`config.mk`:
```
export PLATFORM = sky130hd
export DESIGN_NAME = pc_fetch_sequencer
export DESIGN_NICKNAME = d
export VERILOG_FILES = /design/src/rtl/pc_fetch_sequencer.sv
export SDC_FILE = /design/constraint.sdc
export NUM_CORES = 1
export LEC_CHECK = 0
export CORE_ASPECT_RATIO = 0.5
export CORE_UTILIZATION = 43
export CTS_CLUSTER_SIZE = 25
export DETAILED_ROUTE_END_ITERATION = 10
export PLACE_DENSITY = 0.81
export SLEW_MARGIN = 20
export SYNTH_ARGS = -nofsm -noshare
export SYNTH_HDL_FRONTEND = slang
export SYNTH_SLANG_ARGS = --single-unit
```
`constraint.sdc`:
```
create_clock -name clk -period 4 [get_ports clk]
set_input_delay 0.6 -clock clk [delete_from_list [all_inputs] [get_ports clk]]
set_output_delay 0.6 -clock clk [all_outputs]
set_load 0.02 [all_outputs]
```
`src/rtl/pc_fetch_sequencer.sv`:
```
// -----------------------------------------------------------------------------
// pc_fetch_sequencer
//
// Owns the program counter of the MIPS core and sequences instruction fetch.
// It sits between instruction memory and the IF/ID stage.
//
// Fetch protocol:
//   - Instruction memory side: single-outstanding req/ack. imem_req is held,
//     with imem_addr stable, until imem_ack returns the instruction word.
//   - Decode side: valid/ready. A fetched word is held on if_* until decode
//     accepts it with if_valid && if_ready.
//
// Next-PC selection:
//   - Sequential pc + 4.
//   - Redirects, in priority order jr_en > jmp_en > br_taken. Only the
//     highest-priority redirect is used.
//
// Parameters:
//   RESET_PC    - PC loaded on reset; this is the first address fetched.
//   ALIGN_CHECK - 1: a jr target with nonzero [1:0] sets the sticky misalign
//                 flag. 0: misalign stays 0.
//
// Ports:
//   clk, rst_n        clock; synchronous active-low reset
//   imem_req/addr     fetch request and its address (outputs)
//   imem_ack/rdata    request completion and the instruction word (inputs)
//   if_valid/ready    handshake to decode
//   if_instr/pc/pc_plus4
//                     fetched word, its address, and that address + 4
//   br_*, jmp_*, jr_* redirect requests and their operands
//   misalign          sticky flag: a jr target was not word aligned
// -----------------------------------------------------------------------------
module pc_fetch_sequencer #(
  parameter logic [31:0] RESET_PC    = 32'h0000_0000,
  parameter bit          ALIGN_CHECK = 1'b1
) (
  input  logic        clk,
  input  logic        rst_n,
  // instruction memory
  output logic        imem_req,
  output logic [31:0] imem_addr,
  input  logic        imem_ack,
  input  logic [31:0] imem_rdata,
  // decode
  output logic        if_valid,
  input  logic        if_ready,
  output logic [31:0] if_instr,
  output logic [31:0] if_pc,
  output logic [31:0] if_pc_plus4,
  // redirects
  input  logic        br_taken,
  input  logic [31:0] br_pc_plus4,
  input  logic [31:0] br_offset,
  input  logic        jmp_en,
  input  logic [31:0] jmp_pc_plus4,
  input  logic [25:0] jmp_target,
  input  logic        jr_en,
  input  logic [31:0] jr_addr,
  // status
  output logic        misalign
);

  typedef enum logic [1:0] {
    ST_IDLE = 2'b00,
    ST_REQ  = 2'b01,
    ST_HOLD = 2'b10
  } state_t;

  // Branch target: pc+4 of the branch plus the word offset scaled to bytes.
  // Wraps modulo 2^32.
  function automatic logic [31:0] branch_target(input logic [31:0] pc_plus4,
                                                input logic [31:0] offset);
    return pc_plus4 + (offset << 2);
  endfunction

  // Jump target: the upper nibble comes from the jump's own pc+4, not from
  // the fetch PC.
  function automatic logic [31:0] jump_target(input logic [31:0] pc_plus4,
                                              input logic [25:0] index);
    return {pc_plus4[31:28], index, 2'b00};
  endfunction

  // Register jump target with the byte offset bits forced to zero.
  function automatic logic [31:0] word_align(input logic [31:0] addr);
    return {addr[31:2], 2'b00};
  endfunction

  state_t      state_r;
  state_t      state_next_s;

  logic [31:0] pc_r;
  logic [31:0] pc_next_s;
  logic        req_r;
  logic        req_next_s;
  logic        valid_r;
  logic        valid_next_s;
  logic [31:0] instr_r;
  logic [31:0] instr_next_s;
  logic [31:0] if_pc_r;
  logic [31:0] if_pc_next_s;
  logic [31:0] if_pc_plus4_r;
  logic [31:0] if_pc_plus4_next_s;
  logic        misalign_r;
  logic        misalign_next_s;

  logic        redirect_s;
  logic [31:0] redirect_target_s;
  logic        jr_misaligned_s;
  logic [31:0] pc_plus4_s;

  assign pc_plus4_s      = pc_r + 32'd4;
  assign redirect_s      = jr_en | jmp_en | br_taken;
  assign jr_misaligned_s = ALIGN_CHECK && jr_en && (jr_addr[1:0] != 2'b00);

  // Redirect target selection: jr beats jump, jump beats branch.
  always_comb begin
    redirect_target_s = pc_r;
    if (jr_en) begin
      redirect_target_s = word_align(jr_addr);
    end else if (jmp_en) begin
      redirect_target_s = jump_target(jmp_pc_plus4, jmp_target);
    end else if (br_taken) begin
      redirect_target_s = branch_target(br_pc_plus4, br_offset);
    end else begin
      redirect_target_s = pc_r;
    end
  end

  // Next-state and next-output logic for the fetch FSM.
  always_comb begin
    state_next_s       = state_r;
    pc_next_s          = pc_r;
    req_next_s         = req_r;
    valid_next_s       = valid_r;
    instr_next_s       = instr_r;
    if_pc_next_s       = if_pc_r;
    if_pc_plus4_next_s = if_pc_plus4_r;
    misalign_next_s    = misalign_r;

    if (redirect_s) begin
      // A redirect wins in every state. A word returning on the same edge
      // is dropped. A word held for decode is squashed; if decode accepts
      // it on this edge, decode handles the ordering.
      state_next_s = ST_REQ;
      pc_next_s    = redirect_target_s;
      req_next_s   = 1'b1;
      valid_next_s = 1'b0;
      if (jr_misaligned_s) begin
        misalign_next_s = 1'b1;
      end else begin
        misalign_next_s = misalign_r;
      end
    end else begin
      case (state_r)
        ST_IDLE: begin
          state_next_s = ST_REQ;
          req_next_s   = 1'b1;
        end
        ST_REQ: begin
          if (imem_ack) begin
            state_next_s       = ST_HOLD;
            req_next_s         = 1'b0;
            valid_next_s       = 1'b1;
            instr_next_s       = imem_rdata;
            if_pc_next_s       = pc_r;
            if_pc_plus4_next_s = pc_plus4_s;
            pc_next_s          = pc_plus4_s;
          end else begin
            state_next_s = ST_REQ;
          end
        end
        ST_HOLD: begin
          // if_valid is always 1 here, so if_ready alone completes the transfer.
          if (if_ready) begin
            state_next_s = ST_REQ;
            req_next_s   = 1'b1;
            valid_next_s = 1'b0;
          end else begin
            state_next_s = ST_HOLD;
          end
        end
        default: begin
          state_next_s = ST_IDLE;
          req_next_s   = 1'b0;
          valid_next_s = 1'b0;
        end
      endcase
    end
  end

  // FSM state register.
  always_ff @(posedge clk) begin
    if (!rst_n) begin
      state_r <= ST_IDLE;
    end else begin
      state_r <= state_next_s;
    end
  end

  // PC and output registers. Reset abandons any request in flight.
  always_ff @(posedge clk) begin
    if (!rst_n) begin
      pc_r          <= RESET_PC;
      req_r         <= 1'b0;
      valid_r       <= 1'b0;
      instr_r       <= 32'h0000_0000;
      if_pc_r       <= 32'h0000_0000;
      if_pc_plus4_r <= 32'h0000_0000;
      misalign_r    <= 1'b0;
    end else begin
      pc_r          <= pc_next_s;
      req_r         <= req_next_s;
      valid_r       <= valid_next_s;
      instr_r       <= instr_next_s;
      if_pc_r       <= if_pc_next_s;
      if_pc_plus4_r <= if_pc_plus4_next_s;
      misalign_r    <= misalign_next_s;
    end
  end

  assign imem_req    = req_r;
  assign imem_addr   = pc_r;
  assign if_valid    = valid_r;
  assign if_instr    = instr_r;
  assign if_pc       = if_pc_r;
  assign if_pc_plus4 = if_pc_plus4_r;
  assign misalign    = misalign_r;

endmodule

```
==> impl_metrics.csv, run 1 <==
group,metric,value,unit
status,outcome,"finished clean",
global_routing,grt_pass1_vias,7474,
synthesis,synth_cells,988,
critical_path,cp_slowest_cell,"fa_1",
synthesis,avgSynthCellArea,7.643,sq um
final_layout,num_antenna_cells,0,
synthesis,top_cell,"nand2_1",
synthesis,synth.cells.most_frequent,"nand2_1, dfxtp_1, a21oi_1",
clock_tree,clk_root_buffer_cell,"clkbuf_16",
synthesis,ys_seq_share,34.73,%
critical_path,arrival,3.63,ns
place,io_buffers,293,
final_layout,drive_gt1_share,5.276,%
final_timing,slew_violations,0,
detailed_routing,routed_via_density,5.652,
final_layout,nets,1462,
critical_path,worstSetupPathType,"in2reg",
synthesis,top_area_share,34.73,%
power_and_ir_drop,peakVddDrop,0.3025,mV
final_timing,relSlewSlack,32.40,%
global_routing,antenna_found_initial,0,
job,warnings,56,
clock_tree,ctsResizeCount,0,
global_routing,grt_max_degree,85,
critical_path,path_cells,"clkdlybuf4s50_1 > ha_1 > fa_1 > a211oi_1 > o21ai_2 > o2bb2ai_2 > o211ai_2 > a21oi_2 > a221oi_1 > xor2_1 > a311oi_1",
clock_tree,clockBufferDepth,2,
final_timing,fin_skew,0.006947,ns
synthesis,synth-main-ff-cell,"dfxtp_1",
global_routing,grt-ovfl-total,0,
synthesis,syn_area,7551,sq um
final_timing,setup_viol,0,
critical_path,rrSetupSlack,1.13,ns
floorplan,io_pins,324,
clock_tree,holdBufCountCts,0,
floorplan,num_rows,33,
final_timing,rsz0062_at_grt,"false",
clock_tree,cts_tree,"done",
detailed_routing,ant_nets,0,
job,maxCapViolCount,0,
floorplan,chipArea,18130,sq um
synthesis,ys_area,7551,sq um
detailed_routing,drt_iter0_markers,785,
clock_tree,clkLatencyLatePin,0.42,ns
clock_tree,htree_num_levels,4,
clock_tree,cts_post_setup_buffers_inserted,0,
final_timing,fmax,303.4,MHz
clock_tree,path_clk_slew,0.06,ns
final_timing,min_period,3.296,ns
synthesis,synth_top_cell_by_area,"dfxtp_1",
final_timing,hold_viol_final,0,
floorplan,die_h,95.71,um
synthesis,synth_flops,131,
hold_path,min_path_cells,2,
final_layout,area_growth,48.38,%
floorplan,die_width,189.4,um
detailed_routing,drtPass1Iterations,5,
place,hpwl,19930,um
critical_path,r2r_cells,8,
critical_path,path_max_fanout,6,
critical_path,max_stage_delay,0.43,ns
place,gp_congestion,0.8807,
clock_tree,cts_made_buffers,17,
final_timing,worstMarginPinSlew,1.010,ns
power_and_ir_drop,static-leakage-power,3.984,nW
critical_path,start_kind,"input port",
## run 1: layout make-up
type / instances / area, sq um
Clock inverter: 15 / 186.4
Timing Repair Buffer: 307 / 3075
Tap cell: 227 / 284.0
Multi-Input combinational cell: 771 / 4572
Inverter: 10 / 38.79
Fill cell: 1383 / 5559
Clock buffer: 17 / 425.4
Sequential cell: 131 / 2623
## run 1: worst max-delay path, delay by kind of cell
kind,cells,cell delay (ns)
buffers and inverters,1,0.41
adder cells (fa/ha/maj),2,0.67
XOR/XNOR,1,0.17
AND-OR/OR-AND,7,1.77
## run 1: cells by family (layout without fill, tap and decap cells)
group / count (synthesis) / count (layout) / synth area share [%]
simple gates: 360 / 360 / 20.66
buf+inv: 86 / 349 / 4.921
mux: 5 / 5 / 0.6628
xor+xnor: 71 / 71 / 8.235
fa+ha+maj: 31 / 31 / 5.236
compound gates: 304 / 304 / 25.55
flops: 131 / 131 / 34.73
## run 1: routing by layer
metal / wire, um / GRT usage (%)
met4: 615 / 11.09
met3: 2436 / 4.521
met1: 11440 / 37.46
met5: 0 / 0
met2: 12030 / 45.88
## run 1: placed cells by master (no fill, tap or decap), types with 16 or more instances in the layout
master           synthesis  final
nand2_1                190    189
clkbuf_16                0     17
a211oi_1                40     40
a21oi_1                119    119
xnor2_1                 31     31
xor2_1                  40     40
and3_1                  17     17
nor2_1                  75     74
nand3_1                 23     23
o21ai_0                 53     53
clkdlybuf4s50_1          0    293
nor3_1                  17     16
dfxtp_1                131    131
ha_1                    30     30
## run 1: where the power goes
part           switching [W]  internal (W)
registers          0.0000873       0.00135
logic               0.000409      0.000402
clock network       0.000664      0.000951
## run 1: state kept, by name (all words and copies together) (netlist names)
signal       flops
if_pc_plus4     30
imem_addr       32
imem_req         1
state_r          2
misalign         1
if_valid         1
if_instr        32
if_pc           32
## run 1: worst paths after layout
kind	start	to
worst max-delay path	br_pc_plus4[2]	imem_addr[26]$_SDFFE_PN0P_
worst min register to register	if_instr[25]$_SDFFE_PN0P_	if_instr[25]$_SDFFE_PN0P_
worst max register to register	imem_addr[2]$_SDFFE_PN0P_	imem_addr[31]$_SDFFE_PN0P_
worst min-delay path	if_instr[25]$_SDFFE_PN0P_	if_instr[25]$_SDFFE_PN0P_
## run 1: stage by stage
| stage | area [sq um] | instances | setup WS, ns | utilization, % | power [W] |
|---|---|---|---|---|---|
| 2_1_floorplan | 7551 | 988 | 1.054 | - | 0.001876 |
| 3_3_place_gp | 10590 | 1446 | 0.3897 | 63.19 | 0.002243 |
| 3_5_place_dp | 10590 | 1446 | 0.3462 | 63.19 | 0.002253 |
| 4_1_cts | 11200 | 1478 | 0.7666 | 66.84 | 0.003867 |
| 5_1_grt | 11200 | 1478 | 0.4725 | 66.84 | 0.004002 |
| 6_report | 11200 | 1478 | 0.7040 | 66.84 | 0.003862 |
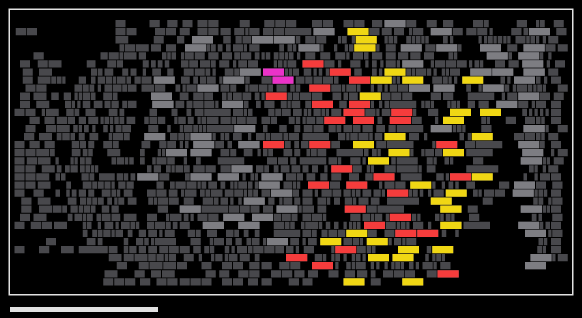
**Above:** run 1 (sequential cells colored by netlist name).
The bar under the picture is 50 um long. Other sequential cells in the stronger gray, the rest of the logic in the fainter gray.
legend:
  magenta:
    name_in_the_netlist: state_r
    flops: 2
  yellow:
    name_in_the_netlist: if_pc
    flops: 32
  red:
    name_in_the_netlist: if_pc_plus4
    flops: 30
P_seq: 0.00144 W
flop share of the area: 23.41%

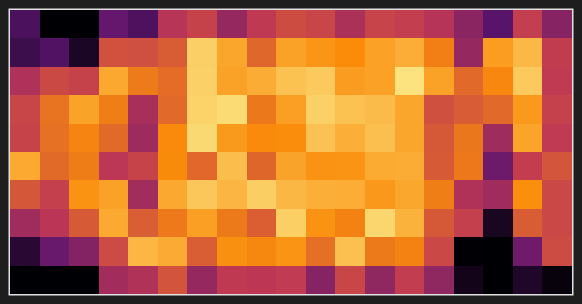
**Above:** run 1 (local utilization).
19 x 10 tiles, from black (low) to pale yellow (high), 0 to 100% covered.
tiles over 75% full: 35%
densest ninth of the die: middle
fullest tile: 94%
nearly empty tiles: 4.7%
Pre-Place Util: 45.04%
Layout Utilization: 66.84%

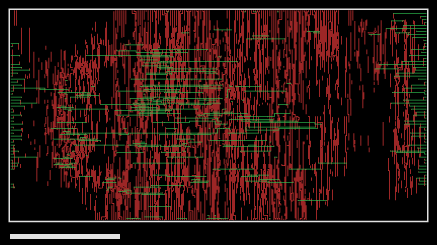
**Above:** run 1 (routed metal, one color a layer).
The bar under the picture is 50 um long. Only two layers are drawn.
legend:
  red:
    layer: metal 2
    wire_length: 12000 um
  green:
    layer: metal 3
    wire_length: 2440 um
vias: 8354
routed wire length: 26520 um
WL/cell: 17.95 um

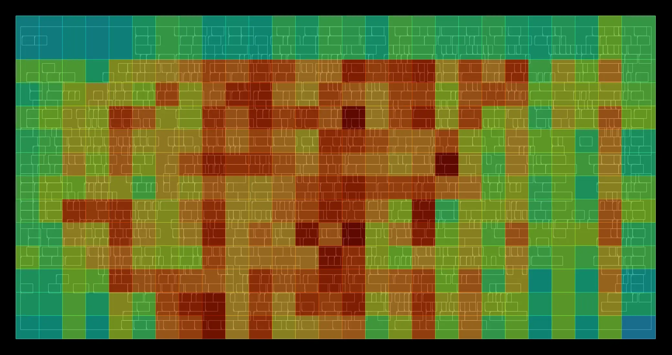
**Above:** run 1 (routing congestion).
Tot GR Track Use: 28.08%
GRT met1 Usage: 37.46%
met2 Usage GRT: 45.88%

**Run 1: placed cells, one color a class**

The bar under the picture is 50 um long. Fill, decap, tap and diode cells in gray.
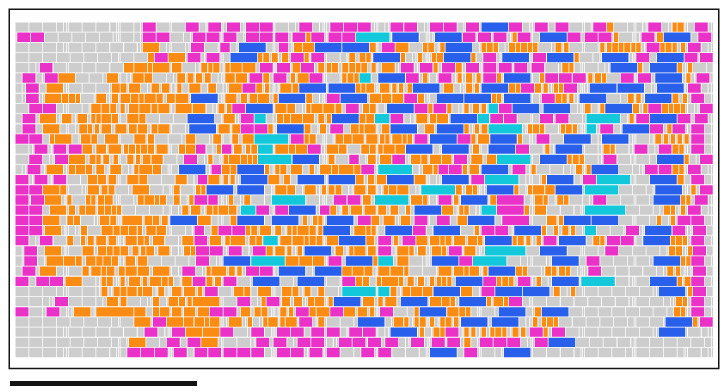

==> inputs of run 2 (changes only) <==
Settings changed: CORE_UTILIZATION 43 to 39, PLACE_DENSITY 0.81 to 0.78.
Clock period 4 ns to 2.7 ns, I/O delays scaled along.
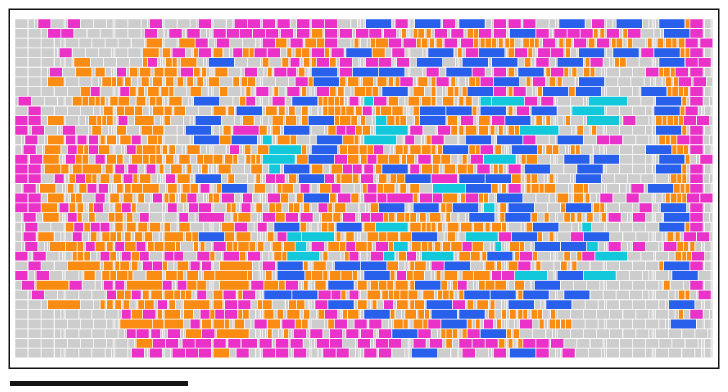
**Above:** run 2 (placed cells, one color a class).
The bar under the picture is 50 um long. Fill, decap, tap and diode cells in gray.
legend:
  blue:
    class: flops
    cells: 131
    share_of_their_area: 22%
  magenta:
    class: other buffers and delay cells
    cells: 403
    share_of_their_area: 32%
  orange:
    class: combinational and other logic
    cells: 781
    share_of_their_area: 40%
  cyan:
    class: clock drivers and dummy loads
    cells: 32
    share_of_their_area: 5.1%

==> impl_metrics.csv, run 2 <==
group,metric,value,unit
detailed_routing,dr_total_vias,8698,
synthesis,synth_cells,988,
floorplan,chipArea,19960,sq um
place,post_dp_cell_area,11340,sq um
final_layout,fill_cells,1594,
synthesis,synthTopLogicFamily,"AND-OR/OR-AND gates",
final_layout,drive_gt1_share,13.29,%
power_and_ir_drop,p_comb_share,25.4,%
detailed_routing,drtPass1Iterations,5,
power_and_ir_drop,pwr-share-clk,39.6,%
final_layout,lay_top_count,"clkdlybuf4s50_1",
synthesis,synth.cells.most_frequent,"nand2_1, dfxtp_1, a21oi_1",
detailed_routing,wl_per_cell,17.80,um
power_and_ir_drop,finalPower,0.005887,W
global_routing,gr-usage-all-layers,28.03,%
detailed_routing,route.top_layer_used,"met4",
synthesis,synth_top_cell_by_area,"dfxtp_1",
final_layout,num_antenna_cells,0,
floorplan,num_rows,35,
detailed_routing,routed_via_density,5.416,
global_routing,grt-ovfl-total,0,
final_timing,slew_violations,0,
clock_tree,clkLatencyLatePin,0.42,ns
detailed_routing,drt-met1-wl,12490,um
final_timing,fmax,381.3,MHz
final_timing,setup_viol,0,
final_timing,fin_ws,0.07765,ns
clock_tree,clk_root_buffer_cell,"clkbuf_16",
power_and_ir_drop,peakVddDrop,0.4459,mV
place,hpwl,21680,um
critical_path,start_kind,"input port",
clock_tree,cts_made_buffers,17,
critical_path,worstSetupPathType,"in2reg",
synthesis,avgSynthCellArea,7.643,sq um
synthesis,ys_area,7551,sq um
clock_tree,cts_tree,"done",
synthesis,top_area_share,34.73,%
power_and_ir_drop,p_int,0.004140,W
synthesis,synth-adder-area-share,5.236,%
final_timing,relSlewSlack,66.90,%
final_timing,fin_skew,0.007710,ns
synthesis,ys_seq_share,34.73,%
place,io_buffers,293,
place,gp_congestion,0.9154,
job,warnings,56,
global_routing,grt_pass1_vias,8155,
synthesis,mux_area_share,0.6628,%
detailed_routing,wl_met3,2261,um
place,dp_slack,-0.6273,ns
status,outcome,"finished clean",
synthesis,synthAoiAreaFrac,25.55,%
synthesis,yosys.area_share.simple,20.66,%
clock_tree,htree_num_levels,4,
final_layout,area_growth,60.30,%
detailed_routing,finalWirelength,28580,um
final_layout,final_area,12100,sq um
final_timing,min_period,2.622,ns
clock_tree,holdBufCountCts,0,
detailed_routing,ant_nets,0,
power_and_ir_drop,static-leakage-power,4.480,nW
final_timing,hold_viol_final,0,
synthesis,synth_flops,131,
synthesis,xor_share,8.235,%
synthesis,synth-main-ff-cell,"dfxtp_1",
power_and_ir_drop,p_sw_share,29.67,%
clock_tree,clockBufferDepth,2,
global_routing,antenna_found_initial,0,
run 2: cell count changes in the layout (fill, tap and decap cells not counted), moves of 3 or more:
| cell | change |
|---|---|
| a211oi_1 | -3 |
| buf_4 | +95 |
| clkdlybuf4s50_1 | -3 |
| dlymetal6s2s_1 | +3 |
| ha_1 | -8 |
| ha_4 | +7 |
| inv_8 | -4 |
run 2: power by group through the flow:
stage               Clock (W)  Sequential (W)  Combinational [W]
floorplan                   0         0.00217           0.000607
finish                0.00233         0.00206            0.00150
global route          0.00244         0.00206            0.00160
global placement            0         0.00210            0.00141
CTS                   0.00236         0.00206            0.00144
detailed placement          0         0.00210            0.00142
run 2: repair_timing:
item                       in CTS  in global routing
setup buffers                   3                  1
resized                         4                 20
setup endpoints to repair       6                 13
pin swaps                       5                  7
run 2: final timing paths:
| kind | slack (ns) | start | end | cells past startpoint |
|---|---|---|---|---|
| worst min register to register | 0.45 | if_instr[9]$_SDFFE_PN0P_ | if_instr[9]$_SDFFE_PN0P_ | 2 |
| worst min-delay path | 0.45 | if_instr[9]$_SDFFE_PN0P_ | if_instr[9]$_SDFFE_PN0P_ | 2 |
| worst max register to register | 0.24 | imem_addr[13]$_SDFFE_PN0P_ | imem_addr[23]$_SDFFE_PN0P_ | 8 |
| worst max-delay path | 0.08 | br_offset[14] | imem_addr[28]$_SDFFE_PN0P_ | 11 |
run 2: worst max-delay path: stages:
cell and delay [ns]:
clkdlybuf4s50_1 0.41, ha_1 0.36, nand4_1 0.20, a211oi_2 0.29
o2bb2ai_2 0.16, o211ai_2 0.12, buf_4 0.16, a211oi_1 0.26
o22ai_1 0.14, mux2i_1 0.14, a211o_1 0.29
run 2: stage by stage:
step | hold WS, ns | std cells | util, %
floorplan | 0.4446 | 988 | -
global placement | 0.4337 | 1570 | 60.79
detailed placement | 0.4457 | 1570 | 60.79
CTS | 0.4534 | 1605 | 64.19
global route | 0.4741 | 1606 | 64.88
finish | 0.4523 | 1606 | 64.88
run 2: per-layer routing:
metal,vias up,GRT usage [%]
li1,4201,-
met1,4064,38.25
met2,386,45.97
met3,47,4.234
met4,0,7.870
met5,-,0
run 2: area by class of cell:
cell class                      instances  area, sq um  share of cell area, %
Tap cell                              259        324.1                  2.677
Timing Repair Buffer                  403         3816                  31.53
Inverter                               10        38.79                 0.3204
Clock buffer                           17        425.4                  3.515
Clock inverter                         15        171.4                  1.416
Sequential cell                       131         2625                  21.69
Multi-Input combinational cell        771         4703                  38.86
run 2: logic make-up (layout without fill, tap and decap cells):
group           after synthesis  count (layout)
flops                       131             131
compound gates              304             304
buf+inv                      86             445
xor+xnor                     71              71
mux                           5               5
fa+ha+maj                    31              31
simple gates                360             360
No activity file was given, so power comes from the tool's default toggle rates.
